--- src/rtl/imem_pkg.sv ---
// Shared constants and loader state encoding for the instruction-memory loader.
package imem_pkg;

    localparam int unsigned IMEM_ADDR_W = 3;
    localparam int unsigned INSTR_W     = 16;

    typedef enum logic [2:0] {
        IDLE,
        COUNT,
        HI,
        LO,
        CHK,
        DONE,
        ERR
    } loader_state_t;

endpackage

--- src/rtl/byte_pair_assembler.sv ---
// Pairs high/low stream bytes into one instruction word and keeps a running
// XOR of every data byte for the frame checksum.
module byte_pair_assembler #(
    parameter int unsigned DATA_W = 16
) (
    input  logic              clk,
    input  logic              rst,
    input  logic              clear,
    input  logic              hi_load,
    input  logic              lo_load,
    input  logic [7:0]        byte_in,
    output logic [DATA_W-1:0] word,
    output logic              word_valid,
    output logic [7:0]        xor_acc
);

    logic [DATA_W-9:0] hi_byte;

    always_ff @(posedge clk) begin
        if (rst) begin
            hi_byte    <= '0;
            word       <= '0;
            word_valid <= 1'b0;
            xor_acc    <= '0;
        end else begin
            word_valid <= lo_load;
            if (clear) begin
                xor_acc <= '0;
            end
            if (hi_load) begin
                hi_byte <= byte_in;
                xor_acc <= xor_acc ^ byte_in;
            end
            if (lo_load) begin
                word    <= {hi_byte, byte_in};
                xor_acc <= xor_acc ^ byte_in;
            end
        end
    end

endmodule

--- src/rtl/imem_loader.sv ---
// Loads a framed byte stream into instruction memory and holds the processor
// in reset until a complete frame with a good checksum has been written.
module imem_loader
    import imem_pkg::*;
#(
    parameter int unsigned ADDR_W = IMEM_ADDR_W,
    parameter int unsigned DATA_W = INSTR_W
) (
    input  logic              clk,
    input  logic              rst,
    input  logic              start,
    input  logic [7:0]        byte_in,
    input  logic              byte_valid,
    output logic              byte_ready,
    output logic              wr_en,
    output logic [ADDR_W-1:0] wr_addr,
    output logic [DATA_W-1:0] wr_data,
    output logic              cpu_rst,
    output logic              done,
    output logic              error
);

    localparam int unsigned DEPTH = 1 << ADDR_W;

    loader_state_t     state, next_state;
    logic [ADDR_W:0]   words_left;
    logic [ADDR_W-1:0] addr;
    logic [7:0]        xor_acc;
    logic              accept;
    logic              count_load, hi_load, lo_load;

    assign accept = byte_valid && byte_ready;

    byte_pair_assembler #(.DATA_W(DATA_W)) u_asm (
        .clk        (clk),
        .rst        (rst),
        .clear      (count_load),
        .hi_load    (hi_load),
        .lo_load    (lo_load),
        .byte_in    (byte_in),
        .word       (wr_data),
        .word_valid (wr_en),
        .xor_acc    (xor_acc)
    );

    always_ff @(posedge clk) begin
        if (rst) begin
            state <= IDLE;
        end else begin
            state <= next_state;
        end
    end

    always_comb begin
        next_state = state;
        count_load = 1'b0;
        hi_load    = 1'b0;
        lo_load    = 1'b0;
        case (state)
            IDLE: begin
                if (start) next_state = COUNT;
            end
            COUNT: begin
                if (accept) begin
                    // N is an 8-bit unsigned count; 0 and anything past depth are rejected
                    if (byte_in >= 8'd1 && byte_in <= 8'(DEPTH)) begin
                        count_load = 1'b1;
                        next_state = HI;
                    end else begin
                        next_state = ERR;
                    end
                end
            end
            HI: begin
                if (accept) begin
                    hi_load    = 1'b1;
                    next_state = LO;
                end
            end
            LO: begin
                if (accept) begin
                    lo_load    = 1'b1;
                    next_state = (words_left == (ADDR_W+1)'(1)) ? CHK : HI;
                end
            end
            CHK: begin
                if (accept) begin
                    next_state = (byte_in == xor_acc) ? DONE : ERR;
                end
            end
            DONE, ERR: begin
                if (start) next_state = COUNT;
            end
            default: next_state = IDLE;
        endcase
    end

    // Status outputs are registered from the next state so they track state exactly.
    always_ff @(posedge clk) begin
        if (rst) begin
            byte_ready <= 1'b0;
            done       <= 1'b0;
            error      <= 1'b0;
            cpu_rst    <= 1'b1;
            words_left <= '0;
            addr       <= '0;
            wr_addr    <= '0;
        end else begin
            byte_ready <= (next_state == COUNT) || (next_state == HI) ||
                          (next_state == LO)    || (next_state == CHK);
            done       <= (next_state == DONE);
            error      <= (next_state == ERR);
            cpu_rst    <= (next_state != DONE);
            if (count_load) begin
                words_left <= (ADDR_W+1)'(byte_in);
                addr       <= '0;
            end
            if (lo_load) begin
                wr_addr    <= addr;
                addr       <= addr + ADDR_W'(1);
                words_left <= words_left - (ADDR_W+1)'(1);
            end
        end
    end

endmodule

--- config.mk ---
export PLATFORM = sky130hd
export DESIGN_NAME = imem_loader
export DESIGN_NICKNAME = d
export VERILOG_FILES = /design/src/rtl/imem_pkg.sv /design/src/rtl/byte_pair_assembler.sv /design/src/rtl/imem_loader.sv
export SDC_FILE = /design/constraint.sdc
export NUM_CORES = 1
export LEC_CHECK = 0
export CAP_MARGIN = 40
export CORE_MARGIN = 10
export CORE_UTILIZATION = 47
export CTS_CLUSTER_DIAMETER = 120
export DETAILED_ROUTE_END_ITERATION = 7
export GPL_ROUTABILITY_DRIVEN = 0
export PLACE_DENSITY = 0.73
export SYNTH_ARGS = -nofsm -noshare
export SYNTH_HDL_FRONTEND = slang
export SYNTH_SLANG_ARGS = --single-unit
--- constraint.sdc ---
create_clock -name clk -period 1.7 [get_ports clk]
set_input_delay 0.34 -clock clk [delete_from_list [all_inputs] [get_ports clk]]
set_output_delay 0.34 -clock clk [all_outputs]
set_load 0.01 [all_outputs]
==> metrics.cfg, run 1 <==
[synthesis]
synth_flops = 50
ys_sh_mux_pct = 0.964
syn_avg_cell_area_sq_um = 8.06
simple_gate_share_pct = 25.9
synth.most_common_cell = nand2_1
yosys_warnings = 0
adder_share_pct = 1.70
ys_chip_area_sq_um = 2210
synth_cells = 274
synth.cellmix.compoundShare_pct = 17.9
syn-num-nets = 289

[sta]
layout_min_cycle_time_ns = 1.64
max_freq_mhz = 610
worstMarginPinSlew_ns = 0.303
hold_violations = 0
fin_worst_skew_ns = 0.00642
rsz0062_at_grt = true
finalMaxSlewViolations = 0
setup_viol = 0
finalClockPeriodUsage_pct = 96.4

[setup_path]
crit_path_max_incr_delay_ns = 0.57
path_cells = clkdlybuf4s50_1
cp_num_cells = 1
reg2reg_slack_ns = 0.11
crit_arrival_ns = 1.30
end_kind = primary output
r2r_cells = 5
worstSetupStartpoint = byte_ready$_SDFF_PP0_
path_max_fanout = 6
path_buffers = 1
r2r_start = state[2]$_SDFF_PP0_

[finish]
num_antenna_cells = 0
layout_top_cells = nand2_1, dfxtp_1, a21oi_1, buf_4, clkdlybuf4s50_1
seqCellArea_sq_um = 1000
n_clock_buffer = 5
signal_buffers = 67
final_cells = 383
fin_nets = 345
fillerInstances = 376
largest_cell_class = logic gates
buf_share_pct = 20.3
final_area_sq_um = 2910
fin_util_pct = 65.4
clk_share_pct = 3.88
comb_share_pct = 38.4
sh_seq_area_pct = 34.5
inverters_excl_clock = 5

[power_and_ir_drop]
p_clk_share_pct = 36.3
fin_total_pwr_uw = 2290
irDropWorstVdd_uv = 509
p_leak_uw = 0.00109
combPwrFrac_pct = 11.1
powerDensity_nw_per_um2 = 789
seq_power_share_pct = 52.6
top_power_group = sequential cells

[place]
place_ws_ns = -0.542
dpl_cell_area_sq_um = 2780
port_buffers = 35

[route]
via_per_inst = 5.29
met3WireLength_um = 190
highest_layer = met4
drc = 0
routed_wl_um = 5200

[die]
fp.dieH_um = 88.5
core-area_sq_um = 4440
die_w_um = 88.5
fp_util_pct = 49.7

[min_path]
hold_depth = 3

[global_routing]
grt_overflow = 0
grt_max_degree = 47

[clock_network]
numCtsBuffers = 5
post_cts_buffers = 0
insertion_delay_ns = 0.30
cts_sinks = 50
clock_path_buffers = 2

[run_status]
outcome = completed

[flow_run]
maxCapViolations = 0
tool_warnings = 28

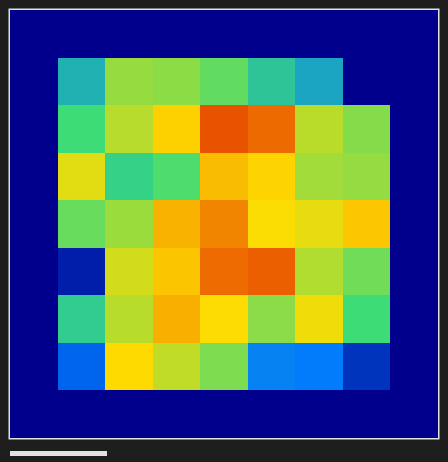
Figure 1: run 1, placement density heat map.
Scale bar: 20 um. The die is cut into 9 by 9 equal tiles; dark blue is low, red is high, 0 to 100% covered.
fullest tile: 91%
tiles over 75% full: 16%
mean over tiles: 36%
densest ninth of the die: centre
nearly empty tiles: 41%

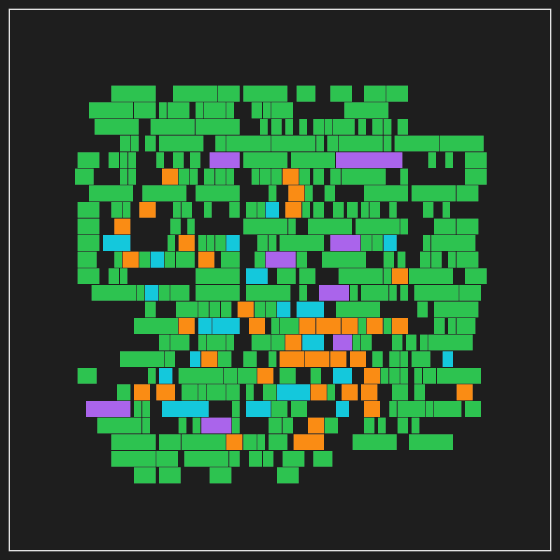
Figure 2: run 1, cells by drive strength.
legend:
  cyan:
    size: _2 cells
    cells: 20
    share: 6.0%
  purple:
    size: _6 and larger
    cells: 8
    share: 2.4%
  green:
    size: _0 and _1 cells
    cells: 267
    share: 81%
  orange:
    size: _3 and _4 cells
    cells: 36
    share: 11%

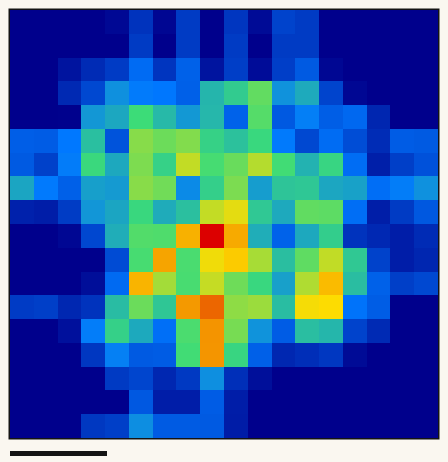
Figure 3: run 1, routed metal per tile.
Scale bar: 20 um. The die is cut into 18 by 18 equal tiles; dark blue is low, red is high, scaled to the fullest tile. Values are wire area over tile area, all layers added.
tiles over half the peak: 15%
emptiest ninth of the die: upper right
mean over tiles: 0.10

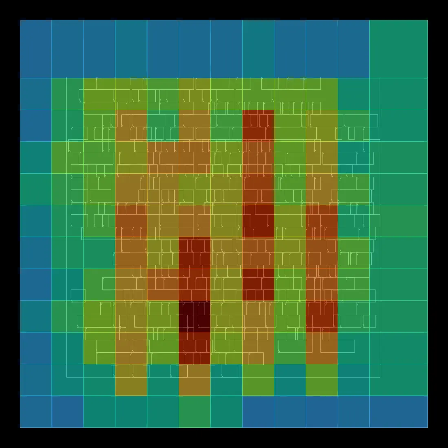
Figure 4: run 1, track usage over the die.
routed len/inst: 13.6 um
met1 Use GR: 16.8%
Tot GR Track Use: 14.1%
GRT Max-Usage Layer: met2

## Run 2: what changed since run 1
--- a/config.mk
+++ b/config.mk
@@ -6,7 +6,7 @@
 export NUM_CORES = 1
 export LEC_CHECK = 0
 export CAP_MARGIN = 40
-export CORE_MARGIN = 10
+export CORE_MARGIN = 2
 export CORE_UTILIZATION = 47
 export CTS_CLUSTER_DIAMETER = 120
 export DETAILED_ROUTE_END_ITERATION = 7
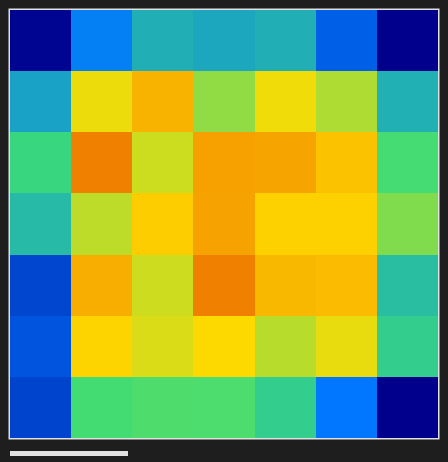
Figure 5: run 2, placement density heat map.
Scale bar: 20 um. The die is cut into 7 by 7 equal tiles; dark blue is low, red is high, 0 to 100% covered.
densest ninth of the die: centre
tiles over 75% full: 31%
fullest tile: 86%
nearly empty tiles: 6.1%
mean over tiles: 55%

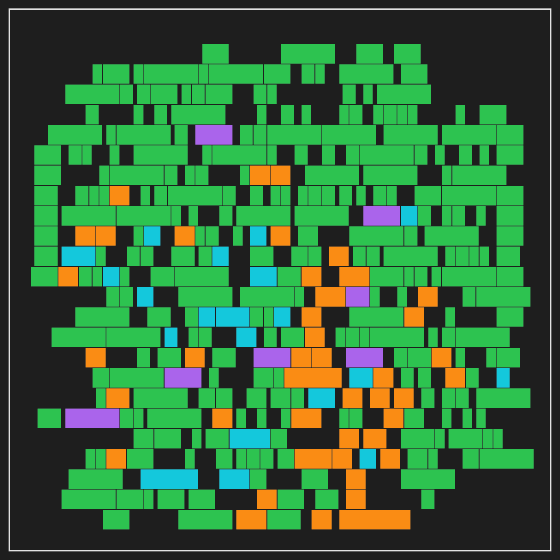
Figure 6: run 2, cells by drive strength.
legend:
  orange:
    size: _3 and _4 cells
    cells: 43
    share: 13%
  green:
    size: _0 and _1 cells
    cells: 263
    share: 79%
  cyan:
    size: _2 cells
    cells: 20
    share: 6.0%
  purple:
    size: _6 and larger
    cells: 7
    share: 2.1%

==> metrics.cfg, run 2 <==
[flow_run]
maxCapViolations = 0  ; unchanged
tool_warnings = 27  ; -3.6%

[route]
drc = 0  ; unchanged
drt_iter0_drc = 80
met3WireLength_um = 169  ; -11%
routed_wl_um = 5130  ; -1.4%
highest_layer = met4
via_per_inst = 5.30  ; +0.17%

[clock_network]
numCtsBuffers = 5  ; unchanged
cts_sinks = 50  ; unchanged
clock_path_buffers = 2  ; unchanged
insertion_delay_ns = 0.30  ; about the same
post_cts_buffers = 0  ; unchanged

[synthesis]
ys_chip_area_sq_um = 2210  ; unchanged
synth.cellmix.compoundShare_pct = 17.9  ; unchanged
top_cells_by_area = dfxtp_1, nand2_1, a21oi_1, xor2_1, nor2_1
synth_cells = 274  ; unchanged
adder_share_pct = 1.70  ; unchanged
yosys_warnings = 0  ; unchanged
synth_flops = 50  ; unchanged
synth.most_common_cell = nand2_1
syn_avg_cell_area_sq_um = 8.06  ; unchanged
simple_gate_share_pct = 25.9  ; unchanged
synth_top_flop_cell = dfxtp_1
ys_sh_mux_pct = 0.964  ; unchanged

[finish]
drive_above_1_share_pct = 21.0
buf_share_pct = 20.9  ; +0.61 points
fin_nets = 348  ; +0.87%
fillerInstances = 396  ; +5.3%
layout_top_cells = nand2_1, dfxtp_1, a21oi_1, buf_4, clkdlybuf4s50_1
final_area_sq_um = 2930  ; +0.99%
signal_buffers = 70  ; +4.5%
seqCellArea_sq_um = 1000  ; unchanged
fin_util_pct = 66.0  ; +0.65 points
largest_cell_class = logic gates
inverters_excl_clock = 5  ; unchanged
final_cells = 385  ; +0.52%
comb_share_pct = 39.2  ; +0.82 points
sh_seq_area_pct = 34.2  ; -0.34 points
num_antenna_cells = 0  ; unchanged
n_clock_buffer = 5  ; unchanged

[die]
fp_util_pct = 49.7  ; unchanged
fp.dieH_um = 72.5  ; -18%
row_count = 24
core-area_sq_um = 4440  ; unchanged
die_w_um = 72.5  ; -18%

[power_and_ir_drop]
p_clk_share_pct = 31.2  ; -5.1 points
switching_share_pct = 25.1
seq_power_share_pct = 56.2  ; +3.6 points
powerDensity_nw_per_um2 = 731  ; -7.3%
p_leak_uw = 0.00111  ; +1.3%
fin_total_pwr_uw = 2150  ; -6.4%
combPwrFrac_pct = 12.6  ; +1.5 points
top_power_group = sequential cells
irDropWorstVdd_uv = 435  ; -15%

[global_routing]
grt.busiest_layer = met2
grtUsageMet1_pct = 27.2  ; +10 points
use_met3_pct = 3.89
grt_overflow = 0  ; unchanged
grt.total_usage_pct = 20.4  ; +6.3 points

[setup_path]
cp_num_cells = 7  ; +6
path_buffers = 2  ; +1
end_kind = register
crit_path_max_incr_delay_ns = 0.34  ; -0.23 ns
path_cells = dlygate4sd2_1, nor4_2, buf_4, nand3_2, a221oi_4, or2b_1, mux2i_1
worstSetupStartpoint = byte_in[6]
crit_arrival_ns = 1.90  ; +0.60 ns
critPathRequiredTime_ns = 1.93
r2r_start = state[0]$_SDFF_PP0_
reg2reg_slack_ns = 0.08  ; -0.03 ns
r2r_cells = 6  ; +1

[sta]
finalClockPeriodUsage_pct = 97.9  ; +1.6 points
finalMaxSlewViolations = 0  ; unchanged
layout_min_cycle_time_ns = 1.67  ; +0.0265 ns
setup_viol = 0  ; unchanged
fin_worst_skew_ns = 0.00860  ; +0.00218 ns
worstMarginPinSlew_ns = 0.328  ; +0.0254 ns
hold_violations = 0  ; unchanged
max_freq_mhz = 601  ; -1.6%

[run_status]
outcome = completed

[place]
dpl_cell_area_sq_um = 2790  ; +0.27%
port_buffers = 35  ; unchanged
place_ws_ns = -0.521  ; +0.0203 ns

[min_path]
hp-class = register to register
hold_path.startpoint = u_asm.word[15]$_SDFFE_PP0P_
hold_depth = 2  ; -1

## Run 3: what changed since run 2
==> constraint.sdc (replaced) <==
create_clock -name clk -period 1.5 [get_ports clk]
set_input_delay 0.3 -clock clk [delete_from_list [all_inputs] [get_ports clk]]
set_output_delay 0.3 -clock clk [all_outputs]
set_load 0.01 [all_outputs]
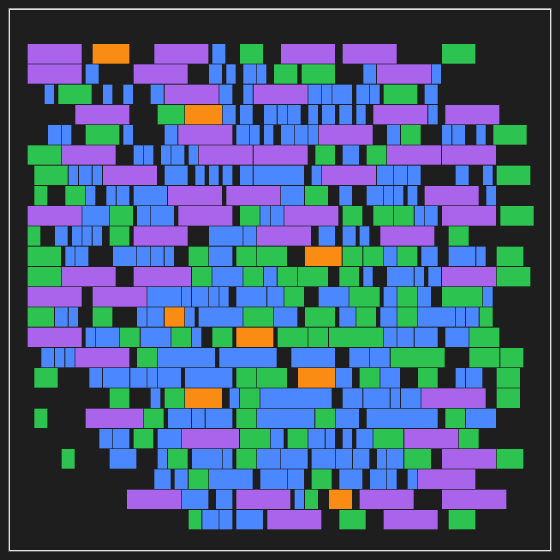
Figure 7: run 3, cell classes on the final placement.
legend:
  blue:
    class: combinational and other logic
    cells: 206
    share_of_their_area: 40%
  orange:
    class: clock drivers and dummy loads
    cells: 8
    share_of_their_area: 3.0%
  green:
    class: other buffers and delay cells
    cells: 95
    share_of_their_area: 26%
  purple:
    class: flops
    cells: 50
    share_of_their_area: 31%

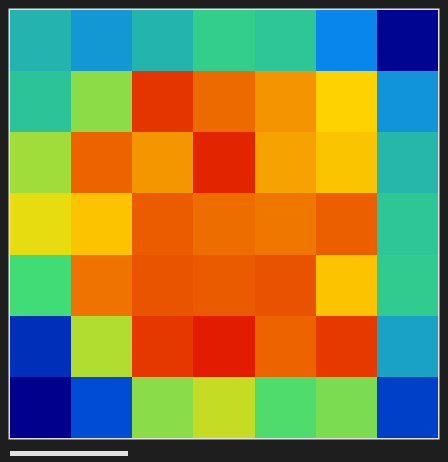
Figure 8: run 3, placement density heat map.
Scale bar: 20 um. The die is cut into 7 by 7 equal tiles; dark blue is low, red is high, 0 to 100% covered.
tiles over 75% full: 47%
fullest tile: 97%
densest ninth of the die: centre

==> metrics.cfg, run 3 <==
[power_and_ir_drop]
combPwrFrac_pct = 15.2  ; +2.6 points
p_leak_uw = 0.00153  ; +38%
powerDensity_nw_per_um2 = 781  ; +6.8%
seq_power_share_pct = 52.1  ; -4.1 points
top_power_group = sequential cells
fin_total_pwr_uw = 2630  ; +22%
p_clk_share_pct = 32.7  ; +1.5 points
switching_share_pct = 26.4  ; +1.3 points
irDropWorstVdd_uv = 570  ; +31%

[run_status]
violations = setup timing
outcome = complete, but fails checks

[route]
drt_iter0_drc = 141  ; +76%
dr_wl_met2_um = 3350
drc = 0  ; unchanged
met3WireLength_um = 315  ; +86%
via_per_inst = 5.42  ; +2.3%
highest_layer = met4
routed_wl_um = 6450  ; +26%

[sta]
layout_min_cycle_time_ns = 1.56
timing.final.ws_setup_ns = -0.0644
fin_worst_skew_ns = 0.0125  ; +0.00387 ns
hold_violations = 0  ; unchanged
setup_viol = 5  ; +5
finalClockPeriodUsage_pct = 104
max_freq_mhz = 639
worstMarginPinSlew_ns = 0.318  ; -0.0104 ns
finalMaxSlewViolations = 0  ; unchanged

[clock_network]
post_cts_buffers = 2  ; +2
cts_sinks = 50  ; unchanged
clock_path_buffers = 2  ; unchanged

[setup_path]
critPathRequiredTime_ns = 1.69  ; -0.24 ns
crit_arrival_ns = 1.76  ; -0.14 ns
r2r_cells = 5  ; -1
crit_path_max_incr_delay_ns = 0.35  ; about the same
end_kind = register
path_buffers = 0  ; -2
worstSetupStartpoint = u_asm.xor_acc[6]$_SDFFE_PP0P_
r2r_start = u_asm.xor_acc[6]$_SDFFE_PP0P_
path_cells = xor2_2, nor4_4, a31oi_1, or2_1, or2_1
reg2reg_slack_ns = -0.06  ; -0.14 ns

[flow_run]
tool_warnings = 30  ; +11%
maxCapViolations = 0  ; unchanged

[synthesis]
synth.cellmix.compoundShare_pct = 17.9  ; unchanged
yosys_warnings = 0  ; unchanged
syn_avg_cell_area_sq_um = 8.06  ; unchanged
top_cells_by_area = dfxtp_1, nand2_1, a21oi_1, xor2_1, nor2_1
ys_chip_area_sq_um = 2210  ; unchanged
logic_family = simple AND/OR/NAND/NOR gates
synth_cells = 274  ; unchanged
synth_top_flop_cell = dfxtp_1
synth.most_common_cell = nand2_1
adder_share_pct = 1.70  ; unchanged

[global_routing]
grtUsageMet1_pct = 30.3  ; +3.1 points
use_met3_pct = 3.75  ; -0.14 points
grt_overflow = 0  ; unchanged
grt.total_usage_pct = 24.0  ; +3.6 points
grt.busiest_layer = met2

[place]
place_ws_ns = -0.649  ; -0.127 ns
dpl_cell_area_sq_um = 2980  ; +6.6%

[die]
fp.dieH_um = 72.5  ; unchanged
fp_util_pct = 49.7  ; unchanged
core-area_sq_um = 4440  ; unchanged
row_count = 24  ; unchanged
die_w_um = 72.5  ; unchanged

[finish]
drive_above_1_share_pct = 35.7  ; +15 points
seqCellArea_sq_um = 1010  ; +1.1%
fin_nets = 373  ; +7.2%
layout_top_cells = nand2_1, buf_4, a21oi_1, dfxtp_1, dlymetal6s2s_1
n_clock_buffer = 6  ; +1
inverters_excl_clock = 5  ; unchanged
fillerInstances = 295  ; -26%
buf_share_pct = 25.7  ; +4.7 points
comb_share_pct = 38.6  ; -0.59 points
num_antenna_cells = 0  ; unchanged
sh_seq_area_pct = 30.2  ; -4.0 points
signal_buffers = 95  ; +36%
final_cells = 411  ; +6.8%

[min_path]
hold_path.startpoint = byte_in[7]
hp-class = input pin to register

